--- src/rtl/seq_detector_pkg.sv ---
// seq_pkg: lock FSM state encodings and pattern/period defaults shared with the generator
package seq_pkg;
  typedef enum logic [1:0] {
    ST_HUNT   = 2'd0,
    ST_VERIFY = 2'd1,
    ST_LOCKED = 2'd2
  } lock_state_t;
  localparam logic [7:0] DEF_PATTERN = 8'b0111_0100;
  localparam int DEF_PERIOD = 16;
endpackage

--- src/rtl/seq_detector_if.sv ---
// seq_detector_if: serial bit input and detector result bundle
interface seq_detector_if #(parameter int CNT_W = 8);
  logic bit_en;
  logic din;
  logic match;
  logic [CNT_W-1:0] match_cnt;
  logic locked;
  logic [5:0] led_6bit;
  modport master(output bit_en, din, input match, match_cnt, locked, led_6bit);
  modport slave(input bit_en, din, output match, match_cnt, locked, led_6bit);
endinterface

--- src/rtl/seq_detector_lock_fsm.sv ---
// seq_lock_fsm: periodic frame lock tracker driven by per-bit match strobes
module seq_lock_fsm
  import seq_pkg::*;
#(
  parameter int PERIOD   = DEF_PERIOD,
  parameter int LOCK_CNT = 2,
  parameter int MISS_CNT = 2
) (
  input  logic sysclk,
  input  logic rst,
  input  logic bit_en,
  input  logic match_comb,
  output logic locked
);
  localparam int PH_W = $clog2(PERIOD);
  localparam int CF_W = $clog2(LOCK_CNT + 1);
  localparam int MS_W = $clog2(MISS_CNT + 1);
  localparam logic [PH_W-1:0] SLOT = PH_W'(PERIOD - 1);
  lock_state_t state, state_n;
  logic [PH_W-1:0] phase, phase_n;
  logic [CF_W-1:0] conf, conf_n;
  logic [MS_W-1:0] miss, miss_n;
  logic slot;
  assign slot = bit_en && phase == SLOT;
  assign locked = state == ST_LOCKED;
  // state, phase and confidence/miss registers
  always_ff @(posedge sysclk)
    if (rst) begin
      state <= ST_HUNT;
      phase <= '0;
      conf  <= '0;
      miss  <= '0;
    end else begin
      state <= state_n;
      phase <= phase_n;
      conf  <= conf_n;
      miss  <= miss_n;
    end
  // phase re-anchors on tracked matches, otherwise free-runs modulo PERIOD
  always_comb begin
    state_n = state;
    phase_n = phase;
    conf_n  = conf;
    miss_n  = miss;
    if (bit_en)
      phase_n = (slot || (match_comb && state != ST_LOCKED)) ? '0 : phase + 1'b1;
    case (state)
      ST_HUNT: if (match_comb) begin
        state_n = ST_VERIFY;
        conf_n  = '0;
      end
      ST_VERIFY:
        if (slot && match_comb) begin
          conf_n = conf + 1'b1;
          if (conf_n == CF_W'(LOCK_CNT)) begin
            state_n = ST_LOCKED;
            miss_n  = '0;
          end
        end else if (slot) state_n = ST_HUNT;
        else if (match_comb) conf_n = '0;
      ST_LOCKED:
        if (slot && match_comb) miss_n = '0;
        else if (slot) begin
          miss_n = miss + 1'b1;
          if (miss_n == MS_W'(MISS_CNT)) state_n = ST_HUNT;
        end
      default: state_n = ST_HUNT;
    endcase
  end
endmodule

--- src/rtl/seq_detector.sv ---
// seq_detector: serial pattern detector with match counter, LED mirror and optional frame lock (SEQ_DET_LOCK_EN)
module seq_detector
  import seq_pkg::*;
#(
  parameter int PAT_W = 8,
  parameter logic [PAT_W-1:0] PATTERN = PAT_W'(DEF_PATTERN),
  parameter int PERIOD   = DEF_PERIOD,
  parameter int LOCK_CNT = 2,
  parameter int MISS_CNT = 2,
  parameter int CNT_W    = 8
) (
  input logic sysclk,
  input logic rst,
  seq_detector_if.slave bus
);
  localparam int FILL_W = $clog2(PAT_W + 1);
  logic [PAT_W-1:0] sr, sr_n;
  logic [FILL_W-1:0] fill, fill_n;
  logic match_comb;
  // a partially filled window never matches, even if its zeros happen to fit
  always_comb begin
    sr_n = {sr[PAT_W-2:0], bus.din};
    fill_n = (fill == FILL_W'(PAT_W)) ? fill : fill + 1'b1;
    match_comb = bus.bit_en && sr_n == PATTERN && fill_n == FILL_W'(PAT_W);
  end
  // window, fill, LED mirror and saturating match counter
  always_ff @(posedge sysclk)
    if (rst) begin
      sr            <= '0;
      fill          <= '0;
      bus.match     <= 1'b0;
      bus.match_cnt <= '0;
      bus.led_6bit  <= '0;
    end else begin
      bus.match <= match_comb;
      if (bus.bit_en) begin
        sr           <= sr_n;
        fill         <= fill_n;
        bus.led_6bit <= {bus.led_6bit[4:0], bus.din};
      end
      if (match_comb && bus.match_cnt != '1) bus.match_cnt <= bus.match_cnt + 1'b1;
    end
`ifdef SEQ_DET_LOCK_EN
  seq_lock_fsm #(
    .PERIOD  (PERIOD),
    .LOCK_CNT(LOCK_CNT),
    .MISS_CNT(MISS_CNT)
  ) u_lock (
    .sysclk    (sysclk),
    .rst       (rst),
    .bit_en    (bus.bit_en),
    .match_comb(match_comb),
    .locked    (bus.locked)
  );
`else
  assign bus.locked = 1'b0;
`endif
endmodule

--- src/flat_wrapper.sv ---
// flat-port wrapper written by rule: the top's interface ports become plain ports
module seq_detector_flat import seq_pkg::*;
#(
  parameter int PAT_W = 8,
  parameter logic [PAT_W-1:0] PATTERN = PAT_W'(DEF_PATTERN),
  parameter int PERIOD   = DEF_PERIOD,
  parameter int LOCK_CNT = 2,
  parameter int MISS_CNT = 2,
  parameter int CNT_W    = 8
)
  (sysclk, rst, bus_bit_en, bus_din, bus_match, bus_match_cnt, bus_locked, bus_led_6bit);
  seq_detector_if #(.CNT_W(CNT_W)) bus_i ();
  input logic sysclk;
  input logic rst;
  input wire logic [$bits(bus_i.bit_en)-1:0] bus_bit_en;
  input wire logic [$bits(bus_i.din)-1:0] bus_din;
  output wire logic [$bits(bus_i.match)-1:0] bus_match;
  output wire logic [$bits(bus_i.match_cnt)-1:0] bus_match_cnt;
  output wire logic [$bits(bus_i.locked)-1:0] bus_locked;
  output wire logic [$bits(bus_i.led_6bit)-1:0] bus_led_6bit;
  assign bus_i.bit_en = bus_bit_en;
  assign bus_i.din = bus_din;
  assign bus_match = bus_i.match;
  assign bus_match_cnt = bus_i.match_cnt;
  assign bus_locked = bus_i.locked;
  assign bus_led_6bit = bus_i.led_6bit;
  seq_detector #(.PAT_W(PAT_W), .PATTERN(PATTERN), .PERIOD(PERIOD), .LOCK_CNT(LOCK_CNT), .MISS_CNT(MISS_CNT), .CNT_W(CNT_W)) u_core (.sysclk(sysclk), .rst(rst), .bus(bus_i));
endmodule
--- config.mk ---
export PLATFORM = sky130hd
export DESIGN_NAME = seq_detector_flat
export DESIGN_NICKNAME = d
export VERILOG_FILES = /design/src/rtl/seq_detector_pkg.sv /design/src/rtl/seq_detector_if.sv /design/src/rtl/seq_detector_lock_fsm.sv /design/src/rtl/seq_detector.sv /design/src/flat_wrapper.sv
export SDC_FILE = /design/constraint.sdc
export NUM_CORES = 1
export LEC_CHECK = 0
export ABC_AREA = 0
export CAP_MARGIN = 20
export CELL_PAD_IN_SITES_DETAIL_PLACEMENT = 1
export CELL_PAD_IN_SITES_GLOBAL_PLACEMENT = 2
export CORE_MARGIN = 1
export CORE_UTILIZATION = 41
export CTS_BUF_LIST = sky130_fd_sc_hd__clkbuf_4 sky130_fd_sc_hd__clkbuf_8
export DETAILED_ROUTE_END_ITERATION = 10
export DONT_BUFFER_PORTS = 1
export PLACE_DENSITY_LB_ADDON = 0.05
export SYNTH_ARGS = -nofsm -noshare
export SYNTH_HDL_FRONTEND = slang
export SYNTH_SLANG_ARGS = --single-unit
--- constraint.sdc ---
create_clock -name sysclk -period 4.3 [get_ports sysclk]
set_input_delay 0.43 -clock sysclk [delete_from_list [all_inputs] [get_ports sysclk]]
set_output_delay 0.43 -clock sysclk [all_outputs]
set_load 0.05 [all_outputs]
==> results.txt, run 1 <==
fresh numbers from the pnr run: highest metal used=met4, synth warn=0, AO/OA Area Share=~5.9%, Largest Register=u_core.bus.match_cnt, Clock Network Area Fraction=2.22%, Synth area leader=dfxtp_1, Logic area=543 um^2, met2 usage=approximately 30%, Multiplexer share=14.1%, CP Cell Sequence=nand4b_1 > nor3_1 > nand4_1 > nor4b_1 > mux2_2, Worst Setup SP=u_core.sr[5], run status=complete, no violations, Post-synth seq share=about two fifths, skew final=~0.015 ns, WHS=about 0.18 ns, most instantiated logic cells after routing=dfxtp_1 (20), nor2_1 (17), mux2i_1 (9), nor2b_1 (6), Worst Tran Pin Value=approximately 0.9 ns, Final Max Slew Viols=0, TritonCTS buffer count=3, yosys simple share=25.8%, DRC=0, Critical Path RT=between 4 and 5 ns, Layout clock buffers=3, setup TNS=0 ns, Total Routed Length=around 2.0 mm, proportion of power drawn by the clock network=28.8%, post-synthesis async set-or-reset flop share=0%, RSZ-0062 raised after global routing=false, Post-DP Area=993 um^2, Die H=around 52 um, worst hold endpoint=u_core.bus.match_cnt[6], EDFF count, synth=0, CTS Hold Buffers Added=0, Adder Area Share=roughly 3.6%, dpl ws=1.93 ns, Crit-path slowest cell=dfxtp_1, max cap viols=0, fin crit share=between 50% and 60%, largest net degree at the start of global routing=27, cell count after placement=~130, sequential power share=between 60% and 70%, initial antenna violation count=0, Die ar.=between 2000 and 3000 um^2, mean post-synth cell area=a little under 9 um^2, Comb pwr share=6.3%, Comb area share=a little over half, post-route insts no fill=between 100 and 150, Filler cells=approximately 280, RR Startpoint=u_core.sr[5], CP top delay family=simple AND/OR/NAND/NOR gates, Worst Path Max Fanout=11, cells on worst reg2reg path=5, power density over cell area=between 300 and 400 nW/um^2, Yosys reg bits=20, final hold viol count=0, Worst slew margin=roughly 40%
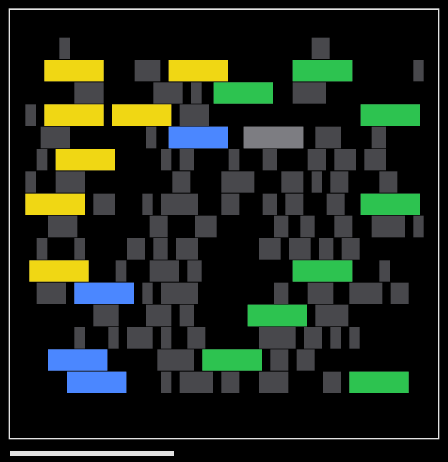
**Above:** run 1 (sequential cells colored by netlist name).
Bar = 20 um. Other sequential cells in the stronger gray, the rest of the logic in the fainter gray.
legend:
  blue:
    name_in_the_netlist: u_core.fill
    placed_flops: 4
  yellow:
    name_in_the_netlist: u_core.sr
    placed_flops: 7
  green:
    name_in_the_netlist: u_core.bus.match_cnt
    placed_flops: 8
not colored: 1

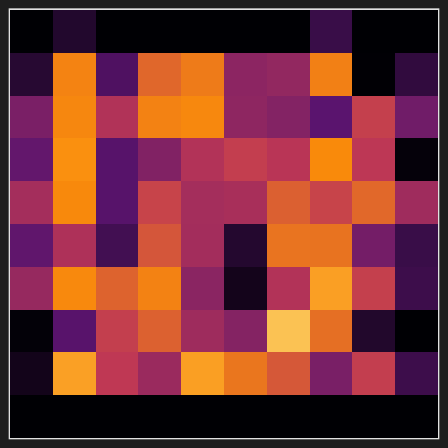
**Above:** run 1 (cell density map).
10 x 10 tiles, from black (low) to pale yellow (high), 0 to 100% covered.
nearly empty tiles: 22%
tiles over 75% full: 5.0%
fullest tile: 87%
mean over tiles: 36%
final core utilization: 44.2%
core footprint: 2300 um^2

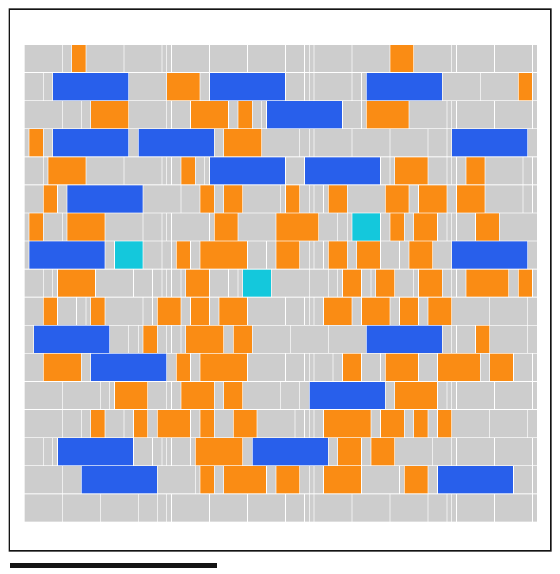
**Above:** run 1 (cell classes on the final placement).
Bar = 20 um. Fill, decap, tap and diode cells in gray.
legend:
  orange:
    class: remaining logic cells
    cells: 83
    share_of_their_area: 57%
  blue:
    class: sequential cells
    cells: 20
    share_of_their_area: 41%
  cyan:
    class: clock-net drivers
    cells: 3
    share_of_their_area: 2.3%
Rows: 17
Seq area share: 39.4%
final instance area: 1020 um^2

**Run 1: congestion heat map**

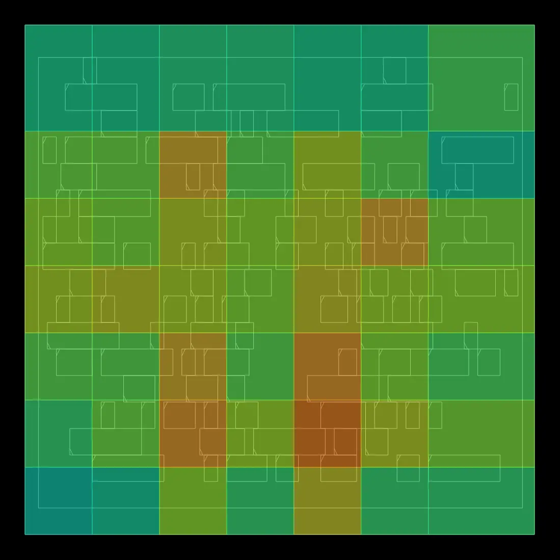

--- run 2 (diff from run 1) ---
--- a/config.mk
+++ b/config.mk
@@ -10,7 +10,7 @@
 export CELL_PAD_IN_SITES_DETAIL_PLACEMENT = 1
 export CELL_PAD_IN_SITES_GLOBAL_PLACEMENT = 2
 export CORE_MARGIN = 1
-export CORE_UTILIZATION = 41
+export CORE_UTILIZATION = 35
 export CTS_BUF_LIST = sky130_fd_sc_hd__clkbuf_4 sky130_fd_sc_hd__clkbuf_8
 export DETAILED_ROUTE_END_ITERATION = 10
 export DONT_BUFFER_PORTS = 1
==> constraint.sdc (replaced) <==
create_clock -name sysclk -period 1.95 [get_ports sysclk]
set_input_delay 0.195 -clock sysclk [delete_from_list [all_inputs] [get_ports sysclk]]
set_output_delay 0.195 -clock sysclk [all_outputs]
set_load 0.05 [all_outputs]
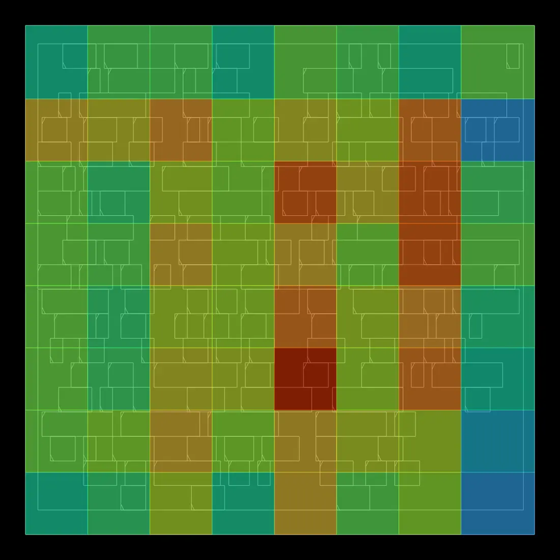
**Above:** run 2 (congestion heat map).
met2 usage: 32.3%
met3 Usage GRT: 4.15%

==> run 2 against run 1 <==
The flow now finishes with violations (hold timing, setup timing). Die size up 16%. Largest cell class unchanged. Sequential power up 120%. Clock skew down 0.0059 ns. Clock-buffer cell count unchanged. Routed wire length up 37%. Sequential share of layout area down 14 points. Hold slack worse by 0.24 ns.
==> results.txt, run 2 <==
fresh numbers from the pnr run: run status=finished with violations, failing checks=hold timing, setup timing, WS Path Type=reg2reg, Total Routed Length=2.74 mm, peak supply drop=around 0.74 mV, mean post-synth cell area=8.94 um^2, Adder Area Share=under 10%, Largest Register=u_core.bus.match_cnt, RR Startpoint=u_core.fill[1], Final Max Slew Viols=0, highest metal used=met4, CTS Hold Buffers Added=11, Cell Area, Synth=roughly 1000 um^2, Clock Network Area Fraction=3.31%, Worst R2R End=u_core.bus.match_cnt[0], Rows=19, Multiplexer share=between 10 and 15%, final core utilization=a little under three fifths, final setup fails=6, Yosys reg bits=20, Seq area share=~26%, Layout clock buffers=3, Crit-path slowest cell=or4_4, Post-DP Area=around 1200 um^2, final instance area=~1600 um^2, post-synthesis async set-or-reset flop share=0%, clock network power=roughly 0.34 mW, Worst Setup SP=u_core.fill[1], overall power=slightly below 0.9 mW, worst hold endpoint=u_core.bus.match_cnt[0], post-route insts no fill=roughly 180, EDFF count, synth=0, max cap viols=0, setup TNS=-0.0953 ns, Die ar.=~3200 um^2, core footprint=2780 um^2, Die H=approximately 56 um, dpl ws=-0.248 ns, Largest register FFs=8, Logic area=about 720 um^2, proportion of power drawn by the clock network=around two fifths, yosys simple share=between 20 and 30%, sequential power share=roughly half, largest net degree at the start of global routing=27, initial antenna violation count=0, DRC=0, Final WS setup=-0.0268 ns, AO/OA Area Share=under 10%, Tap Count=31, CP Cell Sequence=inv_4 > ha_4 > a21oi_2 > a211oi_2 > nand4_1 > buf_6 > or4_4 > a21oi_2, Post-synth seq share=between 30% and 40%, synth warn=0, Comb area share=a little under half, fin crit share=101%, Filler cells=299, WHS=-0.0597 ns, Synth area leader=dfxtp_1, Leak=0.663 nW, final hold viol count=3
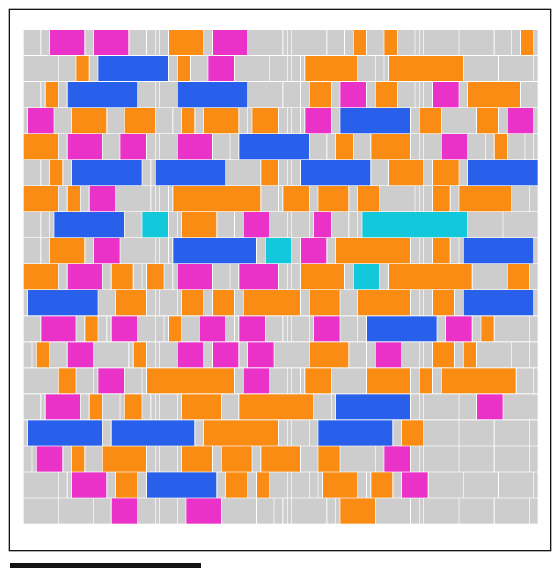
**Above:** run 2 (cell classes on the final placement).
Bar = 20 um. Fill, decap, tap and diode cells in gray.
legend:
  blue:
    class: sequential cells
    cells: 20
    share_of_their_area: 27%
  cyan:
    class: clock drivers and dummy loads
    cells: 4
    share_of_their_area: 3.4%
  orange:
    class: remaining logic cells
    cells: 84
    share_of_their_area: 48%
  magenta:
    class: remaining buffers and delay cells
    cells: 42
    share_of_their_area: 22%

**Run 2: signal wires by layer**

Bar = 20 um. Only two layers are drawn.
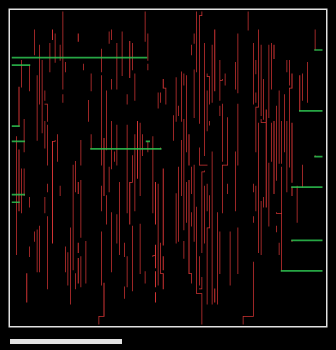

--- run 3 (diff from run 2) ---
--- a/config.mk
+++ b/config.mk
@@ -9,7 +9,7 @@
 export CAP_MARGIN = 20
 export CELL_PAD_IN_SITES_DETAIL_PLACEMENT = 1
 export CELL_PAD_IN_SITES_GLOBAL_PLACEMENT = 2
-export CORE_MARGIN = 1
+export CORE_MARGIN = 5
 export CORE_UTILIZATION = 35
 export CTS_BUF_LIST = sky130_fd_sc_hd__clkbuf_4 sky130_fd_sc_hd__clkbuf_8
 export DETAILED_ROUTE_END_ITERATION = 10
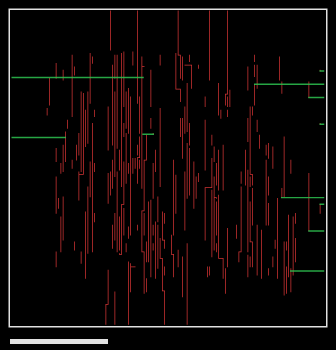
**Above:** run 3 (signal wires by layer).
Bar = 20 um. Only two layers are drawn.
legend:
  red:
    layer: M2
    wire_length: 1,410 um
  green:
    layer: M3
    wire_length: 76.8 um
gr usage total: 13.6%
Routed WL per cell: 17.3 um
Total Routed Length: 2.87 mm
via count: 894

==> run 3 against run 2 <==
The run now ends clean. Non-clock buffer count decreased by 15. First-iteration DRC count increased by 17%. Sequential power decreased by 1%. Clock-buffer cell count unchanged. Utilization decreased by 5.7 points. Synthesized cell count unchanged. Critical path type unchanged. Hold slack improved by 0.097 ns. Critical path depth unchanged. Routed wire length increased by 4.6%. Maximum frequency increased by 3.4%. Worst setup slack improved by 0.066 ns. Register-to-register slack improved by 0.07 ns.
==> results.txt, run 3 <==
fresh numbers from the pnr run: Clock Network Area Fraction=roughly 3.6%, TritonCTS buffer count=3, Post-DP Area=1170 um^2, RR Startpoint=u_core.fill[0], final setup fails=0, most instantiated logic cells after routing=buf_4 (24), nor2_1 (17), dfxtp_1 (16), mux2i_1 (9), nor2b_1 (6), run status=complete, no violations, Comb pwr share=12.2%, mean post-synth cell area=a little under 9 um^2, Filler cells=approximately 320, final hold viol count=0, Post-synth seq share=a little under 40%, Tap Count=31, CP Cell Sequence=inv_2 > ha_4 > a21oi_2 > a211oi_2 > nand4_1 > buf_4 > or4_4 > a21oi_2, proportion of power drawn by the clock network=between 30% and 40%, Worst R2R End=u_core.bus.match_cnt[6], skew final=0.00444 ns, Die ar.=4150 um^2, clock network power=between 0.3 and 0.4 mW, max cap viols=0, power density over cell area=608 nW/um^2, Worst slew margin=57.8%, Crit-path slowest cell=or4_4, Worst Setup SP=u_core.fill[0], overall power=about 0.88 mW, Largest register FFs=8, setup TNS=0 ns, Synth area leader=dfxtp_1, Leak=between 0.5 and 0.6 nW, CP top delay family=simple AND/OR/NAND/NOR gates, WS Path Type=reg2reg, WHS=roughly 0.037 ns, met2 usage=23.8%, dpl ws=-0.229 ns, yosys simple share=25.8%, Logic area=around 720 um^2, post-route insts no fill=166, worst hold endpoint=u_core.sr[0], Cell Area, Synth=around 1000 um^2, CTS Hold Buffers Added=1
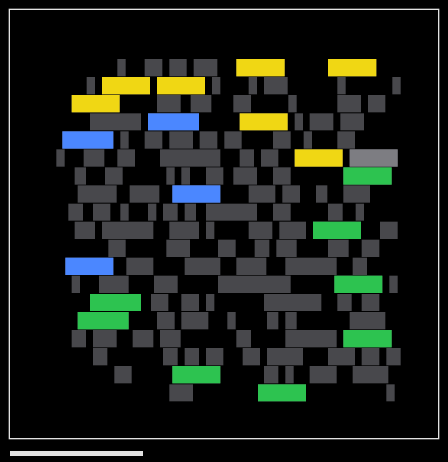
**Above:** run 3 (sequential cells colored by netlist name).
Bar = 20 um. Other sequential cells in the stronger gray, the rest of the logic in the fainter gray.
legend:
  yellow:
    name_in_the_netlist: u_core.sr
    placed_flops: 7
  green:
    name_in_the_netlist: u_core.bus.match_cnt
    placed_flops: 8
  blue:
    name_in_the_netlist: u_core.fill
    placed_flops: 4
not colored: 1
Flop area: 405 um^2
Seq. pwr: 0.425 mW
Seq area share: 28.1%
final core utilization: 51.4%

No activity file was given, so power comes from the tool's default toggle rates.
